==> run_1/registers.png <==
Drawn at 3 px/um. Other sequential cells in the stronger grey, the rest of the logic in the fainter grey.
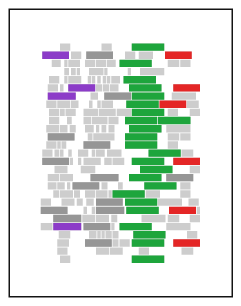
==> run_1/metal_stack.png <==
Drawn at 3 px/um.
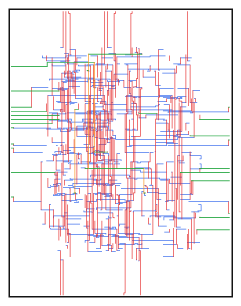
==> run_1/met3.png <==
Drawn at 3 px/um. Cells faint in the background.
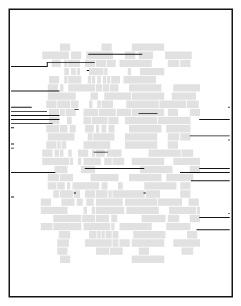
`src/rtl/fifo_umbral.sv`:
```
// fifo_umbral: 4-deep synchronous FIFO with programmable almost-full /
// almost-empty thresholds, a sticky overflow/underflow error flag and a
// two-state INIT/ACTIVE controller driven by the transmit-layer FSM.
module fifo_umbral #(
  parameter int DATA_WIDTH = 6,
  parameter int ADDR_WIDTH = 2,
  parameter int U_WIDTH    = 4
) (
  input  logic                  clk,
  input  logic                  reset,
  input  logic                  init,
  input  logic [U_WIDTH-1:0]    umbral_alto,
  input  logic [U_WIDTH-1:0]    umbral_bajo,
  input  logic                  push,
  input  logic [DATA_WIDTH-1:0] data_in,
  input  logic                  pop,
  output logic [DATA_WIDTH-1:0] data_out,
  output logic                  valid_out,
  output logic [ADDR_WIDTH:0]   count,
  output logic                  empty,
  output logic                  full,
  output logic                  almost_full,
  output logic                  almost_empty,
  output logic                  error
);

  localparam int DEPTH = 1 << ADDR_WIDTH;
  // Common width for the unsigned threshold compares, so neither side truncates.
  localparam int CW = (U_WIDTH > ADDR_WIDTH + 1) ? U_WIDTH : ADDR_WIDTH + 1;

  typedef enum logic {
    StInit   = 1'b0,
    StActive = 1'b1
  } state_t;

  state_t                  state_q, state_d;
  logic [ADDR_WIDTH-1:0]   wrPtr_q, wrPtr_d;
  logic [ADDR_WIDTH-1:0]   rdPtr_q, rdPtr_d;
  logic [ADDR_WIDTH:0]     count_q, count_d;
  logic [DATA_WIDTH-1:0]   dataOut_q, dataOut_d;
  logic                    validOut_q, validOut_d;
  logic                    error_q, error_d;
  logic [U_WIDTH-1:0]      alto_q, alto_d;
  logic [U_WIDTH-1:0]      bajo_q, bajo_d;
  logic [DATA_WIDTH-1:0]   mem_q [DEPTH];

  logic isActive;
  logic isEmpty;
  logic isFull;
  logic doPush;
  logic doPop;
  logic overflow;
  logic underflow;

  // Status flags come only from registered count and thresholds, so they
  // never glitch with push/pop.
  assign isEmpty      = (count_q == '0);
  assign isFull       = (count_q == (ADDR_WIDTH + 1)'(DEPTH));
  assign empty        = isEmpty;
  assign full         = isFull;
  assign almost_full  = (CW'(count_q) >= CW'(alto_q));
  assign almost_empty = (CW'(count_q) <= CW'(bajo_q));

  assign data_out  = dataOut_q;
  assign valid_out = validOut_q;
  assign count     = count_q;
  assign error     = error_q;

  // Decode which requests are honoured this cycle; a full FIFO still accepts
  // a push when a pop frees a slot on the same edge.
  always_comb begin
    isActive  = (state_q == StActive) && !init;
    doPop     = isActive && pop && !isEmpty;
    doPush    = isActive && push && (!isFull || pop);
    overflow  = isActive && push && !pop && isFull;
    underflow = isActive && pop && isEmpty;
  end

  // Next-state logic: init flushes and reloads thresholds from either state,
  // INIT spends one cycle ignoring traffic, ACTIVE moves data.
  always_comb begin
    state_d    = state_q;
    wrPtr_d    = wrPtr_q;
    rdPtr_d    = rdPtr_q;
    count_d    = count_q;
    dataOut_d  = dataOut_q;
    validOut_d = 1'b0;
    error_d    = error_q;
    alto_d     = alto_q;
    bajo_d     = bajo_q;
    if (init) begin
      state_d = StInit;
      wrPtr_d = '0;
      rdPtr_d = '0;
      count_d = '0;
      error_d = 1'b0;
      alto_d  = umbral_alto;
      bajo_d  = umbral_bajo;
    end else if (state_q == StInit) begin
      state_d = StActive;
    end else begin
      if (doPush) begin
        wrPtr_d = wrPtr_q + ADDR_WIDTH'(1);
      end
      if (doPop) begin
        rdPtr_d    = rdPtr_q + ADDR_WIDTH'(1);
        dataOut_d  = mem_q[rdPtr_q];
        validOut_d = 1'b1;
      end
      case ({doPush, doPop})
        2'b10:   count_d = count_q + (ADDR_WIDTH + 1)'(1);
        2'b01:   count_d = count_q - (ADDR_WIDTH + 1)'(1);
        default: count_d = count_q;
      endcase
      if (overflow || underflow) begin
        error_d = 1'b1;
      end
    end
  end

  // Control state, pointers, occupancy, outputs and thresholds; reset lands
  // in INIT with the default thresholds DEPTH-1 / 1.
  always_ff @(posedge clk or posedge reset) begin
    if (reset) begin
      state_q    <= StInit;
      wrPtr_q    <= '0;
      rdPtr_q    <= '0;
      count_q    <= '0;
      dataOut_q  <= '0;
      validOut_q <= 1'b0;
      error_q    <= 1'b0;
      alto_q     <= U_WIDTH'(DEPTH - 1);
      bajo_q     <= U_WIDTH'(1);
    end else begin
      state_q    <= state_d;
      wrPtr_q    <= wrPtr_d;
      rdPtr_q    <= rdPtr_d;
      count_q    <= count_d;
      dataOut_q  <= dataOut_d;
      validOut_q <= validOut_d;
      error_q    <= error_d;
      alto_q     <= alto_d;
      bajo_q     <= bajo_d;
    end
  end

  // Storage array; contents need no reset because count gates every read.
  always_ff @(posedge clk) begin
    if (doPush) begin
      mem_q[wrPtr_q] <= data_in;
    end
  end

endmodule
```
`config.mk`:
```
export PLATFORM = sky130hd
export DESIGN_NAME = fifo_umbral
export DESIGN_NICKNAME = d
export VERILOG_FILES = /design/src/rtl/fifo_umbral.sv
export SDC_FILE = /design/constraint.sdc
export NUM_CORES = 1
export LEC_CHECK = 0
export CORE_ASPECT_RATIO = 1.4
export CORE_MARGIN = 10
export CORE_UTILIZATION = 53
export DETAILED_ROUTE_END_ITERATION = 6
export GPL_TIMING_DRIVEN = 0
export PLACE_DENSITY_LB_ADDON = 0.08
export SYNTH_ARGS = -nofsm -noshare
export SYNTH_HDL_FRONTEND = slang
export SYNTH_SLANG_ARGS = --single-unit
export TNS_END_PERCENT = 10
```
`constraint.sdc`:
```
create_clock -name clk -period 2.75 [get_ports clk]
set_clock_uncertainty 0.15 [all_clocks]
set_input_delay 0.55 -clock clk [delete_from_list [all_inputs] [get_ports clk]]
set_output_delay 0.55 -clock clk [all_outputs]
set_load 0.05 [all_outputs]
```
==> results_slide.txt, run 1 <==
Flow Results at a Glance

Status
  • Status: finished clean

Floorplanning
  • FP Rows: 27
  • Die area: 7036 um^2

Final timing
  • Final tally of hold violations: 0
  • Cycle use final: 0.9957
  • Final Max Tran Viols: 0

Clock network
  • # resized after CTS: 6
  • CTS tree: yes
  • Deepest clock path buffer count: 2
  • Root buf cell: clkbuf_8
  • Clock-pin slew on the worst setup and hold paths: 90 ps

Logic synthesis
  • Top cells by area, synth: edfxtp_1 34%, dfrtp_1 24%, mux4_2 6.3%
  • Async set-reset flop share out of synthesis: 0.5000
  • Post-synth top flop: edfxtp_1
  • Leading area contributor after synthesis: edfxtp_1
  • Flip-flops with a built-in enable: 24
  • Cell count after synthesis: 144
  • Most frequent cell after synthesis: edfxtp_1
  • Mapped Area: 2148 um^2
  • Seq cells post-synth: about 48

Placement
  • Dpl cells: between 200 and 250
  • Final Wtd Congestion: 0.7731

Power and ir drop
  • Pwr Total: 0.001762 W
  • Leak: 1.051 nW

Job
  • Stage-log warning count: 32

Detailed routing
  • ANT nets after route: 0
  • Drt pass-1 iters: 4
  • DRC: 0

Global routing
  • Global-route wire length before repair: roughly 6600 um

Layout
  • Final #Nets: 216

Worst setup path
  • CP max FO: 5
## Picture notes: registers.png
| signal | colour | sequential cells |
|---|---|---|
| mem_q | green | 24 |
| alto_q | purple | 4 |
| data_out | red | 6 |
not coloured: 14
Util after Layout: 0.6769
Register Area: 1328 um^2
Seq area share: 0.5005
seq pwr: 0.000855 W

## Picture notes: metal_stack.png
| layer | colour | wire length |
|---|---|---|
| met2 | red | 2230 um |
| met3 | green | 259 um |
| met1 | blue | 1450 um |
| met4 | orange | 104 um |

## Picture notes: met3.png
longest straight run: 19.5 um
main direction: horizontal
Post-Route WL: 4049 um
via count: 1271
GR met3 Demand/Resource: 0.04886

[run 1: placed cells by master, fill, tap and decap left out, types with 2 or more instances in the layout]
cell type	Yosys	routed
nand2_1	10	10
dfstp_2	3	3
mux4_2	6	6
clkdlybuf4s50_1	0	29
edfxtp_1	24	24
mux2_2	11	11
buf_4	0	2
clkinvlp_4	0	2
a31oi_1	2	2
o21ai_0	6	5
nor2b_1	3	3
nand2b_1	2	2
o32ai_1	2	2
clkbuf_8	0	6
ha_1	10	10
nor2_1	5	5
dlygate4sd2_1	0	2
clkbuf_1	3	3
mux2i_1	3	3
inv_1	10	10
dfrtp_1	21	19
and2_1	4	4
dfrtp_2	0	2
[run 1: cell families (layout without fill, tap and decap cells)]
| logic type | count (synthesis) | after routing | synth area share |
|---|---|---|---|
| DFF | 48 | 48 | 0.6168 |
| and+or+nand+nor | 33 | 33 | 0.09551 |
| muxes | 21 | 21 | 0.1398 |
| AOI/OAI and AO/OA | 15 | 15 | 0.04834 |
| buffers and inverters | 15 | 58 | 0.02796 |
| adders and majority gates | 11 | 11 | 0.06756 |
| xor gates and xnor gates | 1 | 1 | 0.004078 |
[run 1: metrics by stage]
step / setup WS [ps] / instance area, um^2
after global routing: -87.86 / 2653
final: 11.90 / 2653
after global placement: -153.6 / 2536
after floorplan: -26.91 / 2152
after CTS: -99.12 / 2634
after detailed placement: -144.1 / 2536
[run 1: worst max-delay path: stages, from the launching register on]
cell           delay (ps)
dfrtp_2               420
inv_1                  70
ha_1                  280
nand2b_1              170
a21o_1                190
a21oi_1               140
nor2_1                 50
dlygate4sd2_1         420
[run 1: layout make-up]
class                      count  area [um^2]  area share
timing repair buffer          35        346.6      0.1307
clock buffer                   6        82.58     0.03113
buffer                         4        16.27    0.006132
inverter                      11        43.79     0.01651
sequential                    48         1328      0.5005
tap                           43        53.80     0.02028
multi-input combinational     81        767.0      0.2892
clock inverter                 2        15.01    0.005660
[run 1: where the power goes]
part	switching [W]	internal [W]	total [W]	leakage, nW
clock	0.000240	0.000204	0.000444	0.0434
combinational	0.000280	0.000182	0.000462	0.494
sequential	0.0000348	0.000821	0.000855	0.513
total	0.000555	0.00121	0.00176	1.05
[run 1: final timing paths]
| check | start | to | slack, ps | depth (start not counted) |
|---|---|---|---|---|
| max in group asynchronous | reset | count[0] | 1180 | 2 |
| worst min register to register | data_out[2] | data_out[2] | 360 | 1 |
| min in group asynchronous | reset | data_out[5] | 610 | 2 |
| worst min-delay path | data_out[2] | data_out[2] | 360 | 1 |
| worst max register to register | count[0] | count[2] | 320 | 6 |
| worst max-delay path | count[0] | almost_full | 10 | 7 |
[run 1: flip-flops by register name (all words and copies together), names as in the netlist]
| name | flops |
|---|---|
| bajo_q | 4 |
| error | 1 |
| mem_q | 24 |
| state_q | 1 |
| alto_q | 4 |
| rdPtr_q | 2 |
| wrPtr_q | 2 |
| valid_out | 1 |
| count | 3 |
| data_out | 6 |
[run 1: layer usage]
| metal | part of all wire | vias to the layer above | routed length (um) |
|---|---|---|---|
| met1 | 0.36 | 627 | 1452 |
| met4 | 0.026 | 0 | 104 |
| met2 | 0.55 | 31 | 2233 |
| met5 | 0 | - | 0 |
| met3 | 0.064 | 9 | 258 |
| li1 | - | 604 | - |
## Run 2: what changed since run 1
Settings changed: MAX_ROUTING_LAYER from default to met4, PLACE_DENSITY from default to 0.79, PLACE_DENSITY_LB_ADDON 0.08 to default.
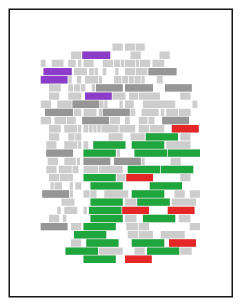
(run_2/registers.png)
Drawn at 3 px/um. Other sequential cells in the stronger grey, the rest of the logic in the fainter grey.
| signal | colour | sequential cells |
|---|---|---|
| mem_q | green | 24 |
| data_out | red | 6 |
| alto_q | purple | 4 |
not coloured: 14

==> results_slide.txt, run 2 <==
Flow Results at a Glance

Floorplanning
  • Die area: 7036 um^2 (unchanged)

Job
  • Stage-log warning count: 31 (-3.1%)

Layout
  • Final #Nets: 214 (-0.93%)
  • Post-route design area: 2644 um^2 (-0.33%)
  • Max reg flops: 24 (unchanged)
  • Most used logic cell in the final layout: clkdlybuf4s50_1
  • Reg with most FFs: mem_q
  • Most instantiated logic cells after routing: 29 x clkdlybuf4s50_1, 24 x edfxtp_1, 19 x dfrtp_1

Worst setup path
  • Crit-path max cell delay: 500 ps (+80 ps)
  • RR Endpoint: count[2]
  • R2r setup slk: 400 ps (+80 ps)
  • Cell family with most CP delay: flip-flops
  • CP endpoint: almost_empty
  • Worst path cell trace: ha_1 -> nor2b_1 -> o21a_1 -> o21ai_2 -> clkdlybuf4s15_2
  • Critical path buffers and inverters: 1 (-1)
  • Worst setup startpoint: count[1]
  • Reg2reg path depth: 5 (-1)
  • CP Depth: 5 (-2)

Logic synthesis
  • Async set-reset flop share out of synthesis: 0.5000 (unchanged)
  • Seq cells post-synth: 48 (unchanged)
  • Mapped Area: 2148 um^2 (unchanged)
  • Top cells by area, synth: edfxtp_1 34%, dfrtp_1 24%, mux4_2 6.3%
  • Most frequent cell after synthesis: edfxtp_1
  • Flip-flops with a built-in enable: 24 (unchanged)

Global routing
  • Global-route wire length before repair: 6803 um (+3.1%)
  • GR met3 Demand/Resource: 0.02911 (-0.01975)

Final timing
  • Final Max Tran Viols: 0 (unchanged)
  • Slack of the critical path: 111.5 ps (+99.56 ps)
  • Cycle use final: 0.9595 (-0.03620)
  • Final tally of hold violations: 0 (unchanged)

Placement
  • Worst slack, placed: -135.5 ps (+8.628 ps)
  • Final Wtd Congestion: 0.8213 (+6.2%)
  • Dpl cell area: 2536 um^2 (unchanged)

Status
  • Status: finished clean

Detailed routing
  • Post-Route WL: 4152 um (+2.5%)
  • ANT nets after route: 0 (unchanged)
  • Drt pass-1 iters: 4 (unchanged)

Clock network
  • Root buf cell: clkbuf_8
  • Clock-pin slew on the worst setup and hold paths: 80 ps (about the same)

Power and ir drop
  • Leak: 1.050 nW (about the same)
  • Pwr Total: 0.001819 W (+3.2%)
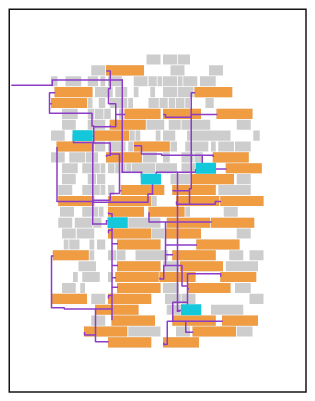
(run_2/clock_map.png)
Drawn at 4 px/um.
[cells driving clock nets] cyan | count: 5
[flip-flops] orange | count: 48
[clock wires] purple | length: 548 um
routed clock nets: 6
clk_lat worst skew: 310 ps
Clock power frac: 0.274
Clk. pwr: 0.000499 W

==> run 2: netlist changes by cell type in the layout (fill, tap and decap cells not counted), sizes merged <==
cell | previous run | this run
buf | 2 | 1
bufinv | 0 | 1
clkinv | 0 | 1
clkinvlp | 2 | 0
dlygate4sd2 | 2 | 1
==> run 2: metrics by stage <==
step	instances	hold slack (ps)
5_1_grt	228	388.2
3_5_place_dp	220	347.1
2_1_floorplan	144	313.1
3_3_place_gp	220	325.0
6_report	228	365.1
4_1_cts	228	367.9
==> run 2: cell type report <==
cell class                 count  area (um^2)  area share
sequential                    48         1328      0.5021
multi-input combinational     81        767.0      0.2901
timing repair buffer          33        327.8      0.1240
clock buffer                   6        72.57     0.02745
tap                           43        53.80     0.02035
inverter                      11        43.79     0.01656
clock inverter                 2        35.03     0.01325
buffer                         4        16.27    0.006152
==> run 2: what timing repair did <==
| item | CTS | global route |
|---|---|---|
| setup endpoints to repair | 3 | 3 |
| resized | 6 | 5 |
| setup buffers | 0 | 0 |
==> run 2: worst min path at each step <==
stage / slack [ps] / endpoint / depth (start not counted) / start
final: 370 / alto_q[3] / 1 / alto_q[3]
after CTS: 370 / alto_q[3] / 1 / alto_q[3]
after detailed placement: 350 / alto_q[3] / 1 / alto_q[3]
after floorplan: 310 / alto_q[1] / 2 / alto_q[1]
after global placement: 330 / alto_q[1] / 2 / alto_q[1]
after global routing: 390 / alto_q[3] / 1 / alto_q[3]
==> run 2: per-layer routing <==
| metal | up-vias | part of all wire |
|---|---|---|
| met5 | - | 0 |
| met4 | 0 | 0.025 |
| met3 | 9 | 0.029 |
| met2 | 28 | 0.54 |
| met1 | 658 | 0.41 |
| li1 | 601 | - |
==> run 2: cell families after synthesis <==
kind of cell	count (synthesis)	synth area share
AND-OR/OR-AND	15	0.04834
adder cells (fa/ha/maj)	11	0.06756
XOR/XNOR	1	0.004078
flip-flops	48	0.6168
AND/OR/NAND/NOR	33	0.09551
multiplexers	21	0.1398
buffers and inverters	15	0.02796
==> run 2: power by group <==
group | total (W) | switching, W | leakage [nW] | internal [W]
Clock | 0.000499 | 0.000229 | 0.0552 | 0.000270
Combinational | 0.000459 | 0.000281 | 0.481 | 0.000178
Sequential | 0.000860 | 0.0000397 | 0.513 | 0.000821
## Run 3: what changed since run 2
Settings changed: HOLD_SLACK_MARGIN from default to 0.05.
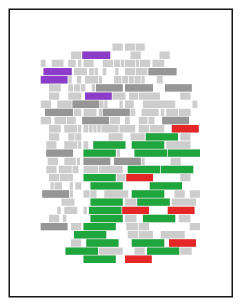
(run_3/registers.png)
Drawn at 3 px/um. Other sequential cells in the stronger grey, the rest of the logic in the fainter grey.
| signal | colour | sequential cells |
|---|---|---|
| mem_q | green | 24 |
| data_out | red | 6 |
| alto_q | purple | 4 |
not coloured: 14
seq pwr: 0.000860 W
Seq area share: 0.5021
Util after Layout: 0.6746

==> results_slide.txt, run 3 <==
Flow Results at a Glance

Detailed routing
  • ANT nets after route: 0 (unchanged)
  • Drt pass-1 iters: 4 (unchanged)

Global routing
  • Global-route wire length before repair: 6803 um (unchanged)

Layout
  • Filler-free cell count of the finished design: 228 (unchanged)
  • Most used logic cell in the final layout: clkdlybuf4s50_1
  • Most instantiated logic cells after routing: 29 x clkdlybuf4s50_1, 24 x edfxtp_1, 19 x dfrtp_1
  • Max reg flops: 24 (unchanged)
  • Reg with most FFs: mem_q
  • Final #Nets: 214 (unchanged)
  • Diodes inserted: 0

Worst setup path
  • Critical path buffers and inverters: 1 (unchanged)
  • Cell family with most CP delay: flip-flops
  • Worst path cell trace: ha_1 -> nor2b_1 -> o21a_1 -> o21ai_2 -> clkdlybuf4s15_2
  • Crit-path max cell delay: 500 ps (about the same)

Final timing
  • Cycle use final: 0.9595 (unchanged)
  • Final Max Tran Viols: 0 (unchanged)
  • Slack of the critical path: 111.5 ps (unchanged)
  • Slew HR: 0.3525
  • Hold Slack: 365.1 ps (unchanged)
  • Final tally of hold violations: 0 (unchanged)

Logic synthesis
  • Synthesized area per cell: 14.92 um^2
  • Post-synth top flop: edfxtp_1
  • Leading area contributor after synthesis: edfxtp_1
  • Flip-flops with a built-in enable: 24 (unchanged)
  • Seq cells post-synth: 48 (unchanged)
  • Top cells by area, synth: edfxtp_1 34%, dfrtp_1 24%, mux4_2 6.3%
  • Async set-reset flop share out of synthesis: 0.5000 (unchanged)

Status
  • Status: finished clean

Floorplanning
  • Die area: 7036 um^2 (unchanged)
  • Die Ht: 95.33 um

Placement
  • Final Wtd Congestion: 0.8213 (unchanged)
  • Dpl cells: 220 (unchanged)
  • Worst slack, placed: -135.5 ps (unchanged)

Clock network
  • Clk_lat worst skew: 310 ps (about the same)
  • Postcts setup bufs: 0 (unchanged)
  • Clock-pin slew on the worst setup and hold paths: 80 ps (about the same)

Job
  • Stage-log warning count: 31 (unchanged)
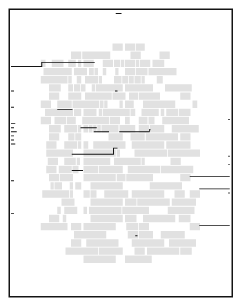
(run_3/met3.png)
Drawn at 3 px/um. Cells faint in the background.
main direction: horizontal
share of all routed wire: 2.9%
GR met3 Demand/Resource: 0.02911
Post-Route WL: 4152 um
via count: 1296

[run 3: cell counts after synthesis]
Identical to the previous run, type by type.
[run 3: cells by family (layout without fill, tap and decap cells)]
family                   Yosys count  in the layout  synth area share
adder cells (fa/ha/maj)           11             11           0.06756
AND/OR/NAND/NOR                   33             33           0.09551
flip-flops                        48             48            0.6168
AND-OR/OR-AND                     15             15           0.04834
buffers and inverters             15             56           0.02796
multiplexers                      21             21            0.1398
XOR/XNOR                           1              1          0.004078
[run 3: report_power, final]
| part | switching (W) | internal, W |
|---|---|---|
| logic | 0.000281 | 0.000178 |
| registers | 0.0000397 | 0.000821 |
| clock network | 0.000229 | 0.000270 |
| total | 0.000550 | 0.00127 |
[run 3: path summary, 6_finish.rpt]
path / from / to / slack [ps] / cells after the start
min in group asynchronous: reset / rdPtr_q[1] / 610 / 2
setup / recovery: count[1] / almost_empty / 110 / 5
setup reg to reg: count[0] / count[2] / 400 / 5
hold / removal: alto_q[3] / alto_q[3] / 370 / 1
max in group asynchronous: reset / count[1] / 1180 / 2
hold reg to reg: alto_q[3] / alto_q[3] / 370 / 1
[run 3: worst register-to-register path, stage by stage, from the launching register on]
cell     delay, ps
dfrtp_2        490
or3_4          440
and4b_4        230
fa_1           380
o32ai_1        360
mux2i_1        220
[run 3: routing by layer]
| layer | share of wire | up-vias |
|---|---|---|
| li1 | - | 601 |
| met1 | 0.41 | 658 |
| met2 | 0.54 | 28 |
| met3 | 0.029 | 9 |
| met4 | 0.025 | 0 |
| met5 | 0 | - |
[run 3: cell type report]
| cell class | instances | area, um^2 | share of cell area |
|---|---|---|---|
| buffer | 4 | 16.27 | 0.006152 |
| clock buffer | 6 | 72.57 | 0.02745 |
| clock inverter | 2 | 35.03 | 0.01325 |
| inverter | 11 | 43.79 | 0.01656 |
| multi-input combinational | 81 | 767.0 | 0.2901 |
| sequential | 48 | 1328 | 0.5021 |
| tap | 43 | 53.80 | 0.02035 |
| timing repair buffer | 33 | 327.8 | 0.1240 |
[run 3: metrics by stage]
| step | area [um^2] | util |
|---|---|---|
| global route | 2644 | 0.6746 |
| CTS | 2644 | 0.6746 |
| floorplan | 2152 | - |
| finish | 2644 | 0.6746 |
| detailed placement | 2536 | 0.6472 |
| global placement | 2536 | 0.6472 |
[run 3: what timing repair did]
item                       CTS  global route
gates resized                6             5
setup endpoints to repair    3             3
pin swaps                    0             0
gates cloned                 0             0
No activity file was given, so power comes from the tool's default toggle rates.
